Signal wires by layer:
Bar = 20 µm.
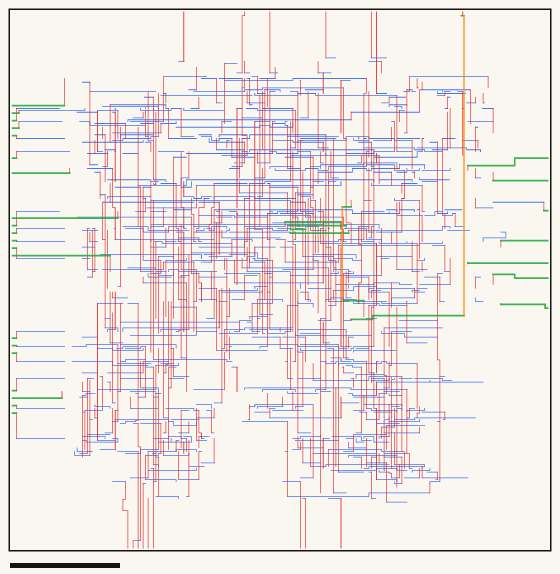
Placement density heat map:
The die is cut into 10 by 10 equal tiles; dark blue is low, red is high, 0 to 100% covered.
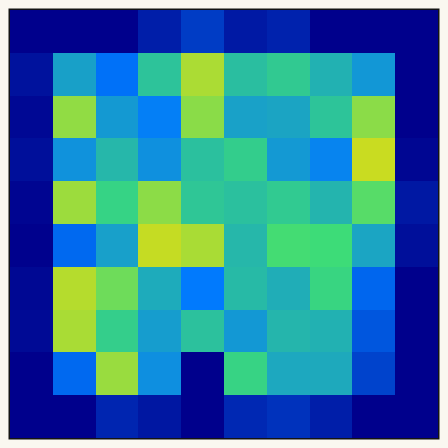
<file path="src/rtl/calc_secuenciador_if.sv">
// Keypad/ALU handshake bundle between the calculator sequencer and its surroundings.
// master drives keys and ALU status; slave is the sequencer.
interface calc_secuenciador_if;
  logic        BM;
  logic [25:0] pos_actual;
  logic        calc_listo;
  logic        calc_error;
  logic [1:0]  estado;
  logic        tecla_A;
  logic        tecla_B;
  logic        C_A;
  logic        C_B;
  logic        cargar_A;
  logic [2:0]  op_reg;
  logic        calc_inicio;
  logic        error;

  modport master (
    output BM, pos_actual, calc_listo, calc_error,
    input  estado, tecla_A, tecla_B, C_A, C_B, cargar_A, op_reg, calc_inicio, error
  );

  modport slave (
    input  BM, pos_actual, calc_listo, calc_error,
    output estado, tecla_A, tecla_B, C_A, C_B, cargar_A, op_reg, calc_inicio, error
  );
endinterface

</file>
<file path="src/rtl/calc_secuenciador.sv">
// Calculator key/operation sequencer: debounced key acceptance, operand strobes,
// operation latch, ALU start and result wait with timeout.
//
// state  | meaning
// S_OPA  | entering operand A (estado 01)
// S_OPB  | entering operand B (estado 10)
// S_CALC | ALU running, waiting for calc_listo (estado 11)
// S_RES  | result shown, may chain into a new operation (estado 11)
// S_ERR  | ALU error or timeout, only AC leaves (estado 00)
module calc_secuenciador #(
  parameter int LOCKOUT_CICLOS = 4,
  parameter int TIMEOUT_CICLOS = 64
) (
  input logic                 clock,
  input logic                 reset,
  calc_secuenciador_if.slave  bus
);

  localparam int LW = $clog2(LOCKOUT_CICLOS + 1);
  localparam int TW = $clog2(TIMEOUT_CICLOS + 1);

  typedef enum logic [2:0] {S_OPA, S_OPB, S_CALC, S_RES, S_ERR} state_t;

  state_t          state_q, state_d;
  logic [2:0]      op_q, op_d;
  logic [LW-1:0]   lock_q, lock_d;
  logic [TW-1:0]   tcnt_q, tcnt_d;
  logic            bm_prev_q;
  logic            ta_q, ta_d, tb_q, tb_d, ca_q, ca_d, cb_q, cb_d;
  logic            ld_q, ld_d, go_q, go_d;

  logic            one_hot, key_ok;
  logic            k_dig, k_op, k_ce, k_bs, k_ac, k_eq;
  logic [2:0]      op_idx;

  assign one_hot = (bus.pos_actual != '0) &&
                   ((bus.pos_actual & (bus.pos_actual - 26'd1)) == '0);
  assign key_ok  = bus.BM && !bm_prev_q && (lock_q == '0) && one_hot;

  // Key classes are only meaningful when key_ok (exactly one bit set).
  assign k_dig = key_ok && (|bus.pos_actual[15:0]);
  assign k_op  = key_ok && (|bus.pos_actual[21:16]);
  assign k_ce  = key_ok && bus.pos_actual[22];
  assign k_bs  = key_ok && bus.pos_actual[23];
  assign k_ac  = key_ok && bus.pos_actual[24];
  assign k_eq  = key_ok && bus.pos_actual[25];

  always_comb begin
    op_idx = 3'd0;
    for (int i = 0; i < 6; i++) begin
      if (bus.pos_actual[16+i]) op_idx = 3'(i);
    end
  end

  always_comb begin
    state_d = state_q;
    op_d    = op_q;
    lock_d  = lock_q;
    tcnt_d  = tcnt_q;
    ta_d    = 1'b0;
    tb_d    = 1'b0;
    ca_d    = 1'b0;
    cb_d    = 1'b0;
    ld_d    = 1'b0;
    go_d    = 1'b0;

    if (lock_q != '0) lock_d = lock_q - 1'b1;
    if (key_ok)       lock_d = LW'(LOCKOUT_CICLOS);

    unique case (state_q)
      S_OPA: begin
        if (k_dig || k_bs) ta_d = 1'b1;
        else if (k_ce) ca_d = 1'b1;
        else if (k_ac) begin
          ca_d = 1'b1;
          cb_d = 1'b1;
          op_d = 3'd0;
        end else if (k_op) begin
          op_d    = op_idx;
          state_d = S_OPB;
        end
      end
      S_OPB: begin
        if (k_dig || k_bs) tb_d = 1'b1;
        else if (k_ce) cb_d = 1'b1;
        else if (k_op) op_d = op_idx;
        else if (k_eq) begin
          go_d    = 1'b1;
          tcnt_d  = '0;
          state_d = S_CALC;
        end else if (k_ac) begin
          ca_d    = 1'b1;
          cb_d    = 1'b1;
          op_d    = 3'd0;
          state_d = S_OPA;
        end
      end
      S_CALC: begin
        // AC aborts and outranks a coincident calc_listo.
        if (k_ac) begin
          ca_d    = 1'b1;
          cb_d    = 1'b1;
          op_d    = 3'd0;
          state_d = S_OPA;
        end else if (bus.calc_listo) begin
          state_d = bus.calc_error ? S_ERR : S_RES;
        end else begin
          tcnt_d = tcnt_q + 1'b1;
          if ((tcnt_q + 1'b1) == TW'(TIMEOUT_CICLOS)) state_d = S_ERR;
        end
      end
      S_RES: begin
        if (k_dig || k_ac) begin
          ca_d    = 1'b1;
          cb_d    = 1'b1;
          state_d = S_OPA;
        end else if (k_op) begin
          ld_d    = 1'b1;
          cb_d    = 1'b1;
          op_d    = op_idx;
          state_d = S_OPB;
        end
      end
      S_ERR: begin
        if (k_ac) begin
          ca_d    = 1'b1;
          cb_d    = 1'b1;
          op_d    = 3'd0;
          state_d = S_OPA;
        end
      end
      default: state_d = S_OPA;
    endcase
  end

  always_ff @(posedge clock) begin
    if (reset) begin
      state_q   <= S_OPA;
      op_q      <= 3'd0;
      lock_q    <= '0;
      tcnt_q    <= '0;
      bm_prev_q <= 1'b0;
      ta_q      <= 1'b0;
      tb_q      <= 1'b0;
      ca_q      <= 1'b0;
      cb_q      <= 1'b0;
      ld_q      <= 1'b0;
      go_q      <= 1'b0;
    end else begin
      state_q   <= state_d;
      op_q      <= op_d;
      lock_q    <= lock_d;
      tcnt_q    <= tcnt_d;
      bm_prev_q <= bus.BM;
      ta_q      <= ta_d;
      tb_q      <= tb_d;
      ca_q      <= ca_d;
      cb_q      <= cb_d;
      ld_q      <= ld_d;
      go_q      <= go_d;
    end
  end

  always_comb begin
    unique case (state_q)
      S_OPA:         bus.estado = 2'b01;
      S_OPB:         bus.estado = 2'b10;
      S_CALC, S_RES: bus.estado = 2'b11;
      default:       bus.estado = 2'b00;
    endcase
  end

  assign bus.error       = (state_q == S_ERR);
  assign bus.op_reg      = op_q;
  assign bus.tecla_A     = ta_q;
  assign bus.tecla_B     = tb_q;
  assign bus.C_A         = ca_q;
  assign bus.C_B         = cb_q;
  assign bus.cargar_A    = ld_q;
  assign bus.calc_inicio = go_q;

endmodule
</file>
<file path="src/flat_wrapper.sv">
// flat-port wrapper written by rule: the top's interface ports become plain ports
module calc_secuenciador_flat 
#(
  parameter int LOCKOUT_CICLOS = 4,
  parameter int TIMEOUT_CICLOS = 64
)
  (clock, reset, bus_BM, bus_pos_actual, bus_calc_listo, bus_calc_error, bus_estado, bus_tecla_A, bus_tecla_B, bus_C_A, bus_C_B, bus_cargar_A, bus_op_reg, bus_calc_inicio, bus_error);
  calc_secuenciador_if bus_i ();
  input logic clock;
  input logic reset;
  input wire logic [$bits(bus_i.BM)-1:0] bus_BM;
  input wire logic [$bits(bus_i.pos_actual)-1:0] bus_pos_actual;
  input wire logic [$bits(bus_i.calc_listo)-1:0] bus_calc_listo;
  input wire logic [$bits(bus_i.calc_error)-1:0] bus_calc_error;
  output wire logic [$bits(bus_i.estado)-1:0] bus_estado;
  output wire logic [$bits(bus_i.tecla_A)-1:0] bus_tecla_A;
  output wire logic [$bits(bus_i.tecla_B)-1:0] bus_tecla_B;
  output wire logic [$bits(bus_i.C_A)-1:0] bus_C_A;
  output wire logic [$bits(bus_i.C_B)-1:0] bus_C_B;
  output wire logic [$bits(bus_i.cargar_A)-1:0] bus_cargar_A;
  output wire logic [$bits(bus_i.op_reg)-1:0] bus_op_reg;
  output wire logic [$bits(bus_i.calc_inicio)-1:0] bus_calc_inicio;
  output wire logic [$bits(bus_i.error)-1:0] bus_error;
  assign bus_i.BM = bus_BM;
  assign bus_i.pos_actual = bus_pos_actual;
  assign bus_i.calc_listo = bus_calc_listo;
  assign bus_i.calc_error = bus_calc_error;
  assign bus_estado = bus_i.estado;
  assign bus_tecla_A = bus_i.tecla_A;
  assign bus_tecla_B = bus_i.tecla_B;
  assign bus_C_A = bus_i.C_A;
  assign bus_C_B = bus_i.C_B;
  assign bus_cargar_A = bus_i.cargar_A;
  assign bus_op_reg = bus_i.op_reg;
  assign bus_calc_inicio = bus_i.calc_inicio;
  assign bus_error = bus_i.error;
  calc_secuenciador #(.LOCKOUT_CICLOS(LOCKOUT_CICLOS), .TIMEOUT_CICLOS(TIMEOUT_CICLOS)) u_core (.clock(clock), .reset(reset), .bus(bus_i));
endmodule
</file>
<file path="config.mk">
export PLATFORM = sky130hd
export DESIGN_NAME = calc_secuenciador_flat
export DESIGN_NICKNAME = d
export VERILOG_FILES = /design/src/rtl/calc_secuenciador_if.sv /design/src/rtl/calc_secuenciador.sv /design/src/flat_wrapper.sv
export SDC_FILE = /design/constraint.sdc
export NUM_CORES = 1
export LEC_CHECK = 0
export CELL_PAD_IN_SITES_DETAIL_PLACEMENT = 1
export CELL_PAD_IN_SITES_GLOBAL_PLACEMENT = 2
export CORE_MARGIN = 8
export CORE_UTILIZATION = 29
export CTS_CLUSTER_DIAMETER = 200
export DETAILED_ROUTE_END_ITERATION = 7
export GPL_ROUTABILITY_DRIVEN = 0
export PLACE_DENSITY_LB_ADDON = 0.12
export SETUP_SLACK_MARGIN = 0.3
export SLEW_MARGIN = 30
export SYNTH_ARGS = -nofsm -noshare
export SYNTH_HDL_FRONTEND = slang
export SYNTH_SLANG_ARGS = --single-unit
</file>
<file path="constraint.sdc">
create_clock -name clock -period 4.2 [get_ports clock]
set_input_delay 0.84 -clock clock [delete_from_list [all_inputs] [get_ports clock]]
set_output_delay 0.84 -clock clock [all_outputs]
set_load 0.02 [all_outputs]
</file>
==> changes_impl.md <==
### Physical design

* Status: finished, final reports clean
* Fp util at 0.2930
* Leakage at 1.049 nW
* Initial antenna violation count at 0
* Port Buf Inserts at 42
* Post-Syn Area at 1947 µm²
* Root buffer cell: clkbuf_8
* CP endpoint: u_core.bus.op_reg[2]$_SDFFE_PP0P_
* FF-to-FF setup slack at 1.37 ns
* Final Skew at slightly below 0.003 ns
* Later-pin clock latency in the skew report at 0.26 ns
* Dominant flop cell: dfxtp_1
* Worst Tran Pin Value at 0.9202 ns
* Crit-path cells: clkdlybuf4s50_1 > or4_4 > or4_4 > o41ai_4 > nand4bb_4 > nand4b_1 > o41a_1 > o2111ai_2 > o211ai_1
* Hold crit path type: flip-flop to flip-flop
* Maxcap violations at 0
* Fin Setup TNS at 0 ns
* Crit end category: flip-flop
* Die width at 97.94 µm
* CP peak stage delay at 0.58 ns
* Core ar. at 6644 µm²
* CP Max Fanout at 6
* Initial DRC Count at 84
* Reg power frac at 0.444
* Syn_area_per_cell at a little under 8 µm²
* Max-slew violations at 0
* Netlist cell types at 52
* Most numerous logic cells after layout: 35 x clkdlybuf4s50_1, 28 x nor2_1, 28 x buf_4
* Worst Path Required at 4.35 ns
* First-pass GRT wire length at 11050 µm
* CTS max path bufs at 2
* Worst reg2reg path startpoint: u_core.lock_q[0]$_SDFFE_PP0P_
* Worst r2r dst: u_core.state_q[0]$_SDFFE_PP0P_
* Net Sw Power at 0.1554 mW
* XORs/XNORs by Area at 0.004499
* Final Hold Vio Count at 0
* Yosys reg bits at 23
* Flip-flops with a built-in enable at 0
* Worst VDD drop at 0.0001030 V
* Peak Freq at 0.2614 GHz
* TritonCTS clock tree: yes
* Hold Path Cell Cnt at 2
* Power per cell area at around 190 nW/µm²
* Int Power at ~0.37 mW
* I/O pin cnt at 43
* Final Power at 0.5210 mW
* Most frequent logic cell in the layout: clkdlybuf4s50_1
* Yosys warnings at 0
* Clock-pin slew on the worst setup and hold paths at 0.08 ns
* Mean number of vias per cell at 5.579
* Vias in the first global route at 2222
* Fin nets at 350
* Core Util, Final at 0.4137
* Top comb family, area: simple AND/OR/NAND/NOR gates
* Mapped Cells at 249
* Hold endpoint: u_core.bus.op_reg[0]$_SDFFE_PP0P_
* Synth async-reset ratio at 0
* Die extent in y at slightly below 100 µm
* Clock Power Share at 0.268
* Worst Setup Path Type: input pin to flip-flop
* WHS at 0.4781 ns
* Most flop-heavy register: u_core.tcnt_q
* Basic Gates by Area at 0.4042
* Total CTS buffers at 3
* Number of remaining DRC errors at 0
* Antenna diodes at 0
* Most frequent cell on the critical path: or4_4
* Row count at 30
* Final WS setup at 0.3748 ns
* Cell Count, Final, Fillers Out at 394
* Ys cells at approximately 250
* OpenROAD warnings at 28
* Number of cells on the worst reg-to-reg path at 10
* Comb pwr share at 0.289
* Hold_sp: u_core.bus.op_reg[0]$_SDFFE_PP0P_
* GRT overflow at 0
* Switch share at 0.2983
* Adder-Cell Fraction of Synth Area at 0.04113
* Setup repair after global routing missed its margin: false
* Clk sinks at 23
* Max transition margin at 0.3857
* Final period util at 0.9108
* CP Launch Type: input pin
* Sequential-to-total area share from yosys stat at 0.2365
* Layout Area Growth over Synthesis at 41.20%
* Placed Area at 2629 µm²
* Yosys stat chip area at around 2000 µm²
* Htree depth at 1
* Endpoints failing setup at 0
* Antenna-violating nets left at 0
* Hpwl dp at ~5300 µm
* Pre-antenna DRT Iters at 4
* Multiplexer share at 0.01028
* Die area at approximately 9600 µm²
* Highest-delay cell along the critical path: or4_4
* AO/OA Area Share at 0.2648
* Syn Nets at 284
* Layout cell share with drive strength beyond 1 at 0.1688
* Largest net degree at the start of global routing at 27
* Filler cells at 819
* Worst EP arrival at between 3 and 4 ns
* Placed insts at 388
* Max reg flops at 7
* Setup crit start: bus_pos_actual[12]
* Place WS at -0.03546 ns
* CTS Hold Buffers Added at 0
* Fin crit period at 3.825 ns
* Post-route design area at 2749 µm²
## Picture notes: 'signal wires by layer'
met2 -> red  # wire length 3220 µm
met1 -> blue  # wire length 3280 µm
met3 -> green  # wire length 207 µm
met4 -> orange  # wire length 71.4 µm
total wire length: 6775 µm
via count: 2198
gr usage total: 0.1378
drt wl/cell: 17.20 µm

## Picture notes: 'placement density heat map'
mean over tiles = 28%
fullest tile = 68%
nearly empty tiles = 23%
densest ninth of the die = centre
emptiest ninth of the die = south-east

==> per-layer routing <==
metal,vias up,track usage,part of all wire
met2,39,0.2276,0.48
met3,4,0.01778,0.031
li1,1099,-,-
met4,0,0.03717,0.010
met5,-,0,0
met1,1056,0.1823,0.48
==> Yosys cell counts (3+ instances only) <==
master    instances  area [µm²]
nand3_1          11       55.05
o21ai_0           7       35.03
and3_1            5       31.28
o21ai_1           4       20.02
a31oi_1          14       87.58
or3_1            14       87.58
or4_4             4       45.04
maj3_1            3       30.03
nor4_1            7       43.79
inv_1            11       41.29
ha_1              4       50.05
nand2_1          17       63.81
dfxtp_1          23       460.4
nand4_1           4       25.02
a21oi_1          13       65.06
nor3_1           12       60.06
nor2_1           28       105.1
a41oi_1           7       61.31
clkbuf_1          9       33.78
nand2b_1          4       25.02
o21bai_1          4       30.03
==> cell type report <==
cell class                 instances  area, µm²  area share
clock buffer                       4      45.04     0.01639
inverter                          11      41.29     0.01502
multi-input combinational        206       1454      0.5289
sequential                        23      460.4      0.1675
tap                               80      100.1     0.03641
timing repair buffer              70      648.1      0.2358
==> critical path: cells and delay by family <==
kind            cells  cell delay (ns)
buf+inv             1             0.47
compound gates      4             1.14
simple gates        4             1.53
==> what timing repair did <==
action	in CTS	in global routing
pin swaps	1	9
endpoints found under the hold margin	0	0
setup buffers	0	2
gates resized	2	12
endpoints found under the setup margin	1	8
==> power groups by stage <==
stage	Combinational (mW)	Clock [mW]	Sequential, mW
3_5_place_dp	0.151	0	0.237
4_1_cts	0.153	0.146	0.231
3_3_place_gp	0.148	0	0.236
5_1_grt	0.169	0.152	0.232
6_report	0.150	0.139	0.231
2_1_floorplan	0.0771	0	0.235
Power is estimated from default activity; no workload was simulated.
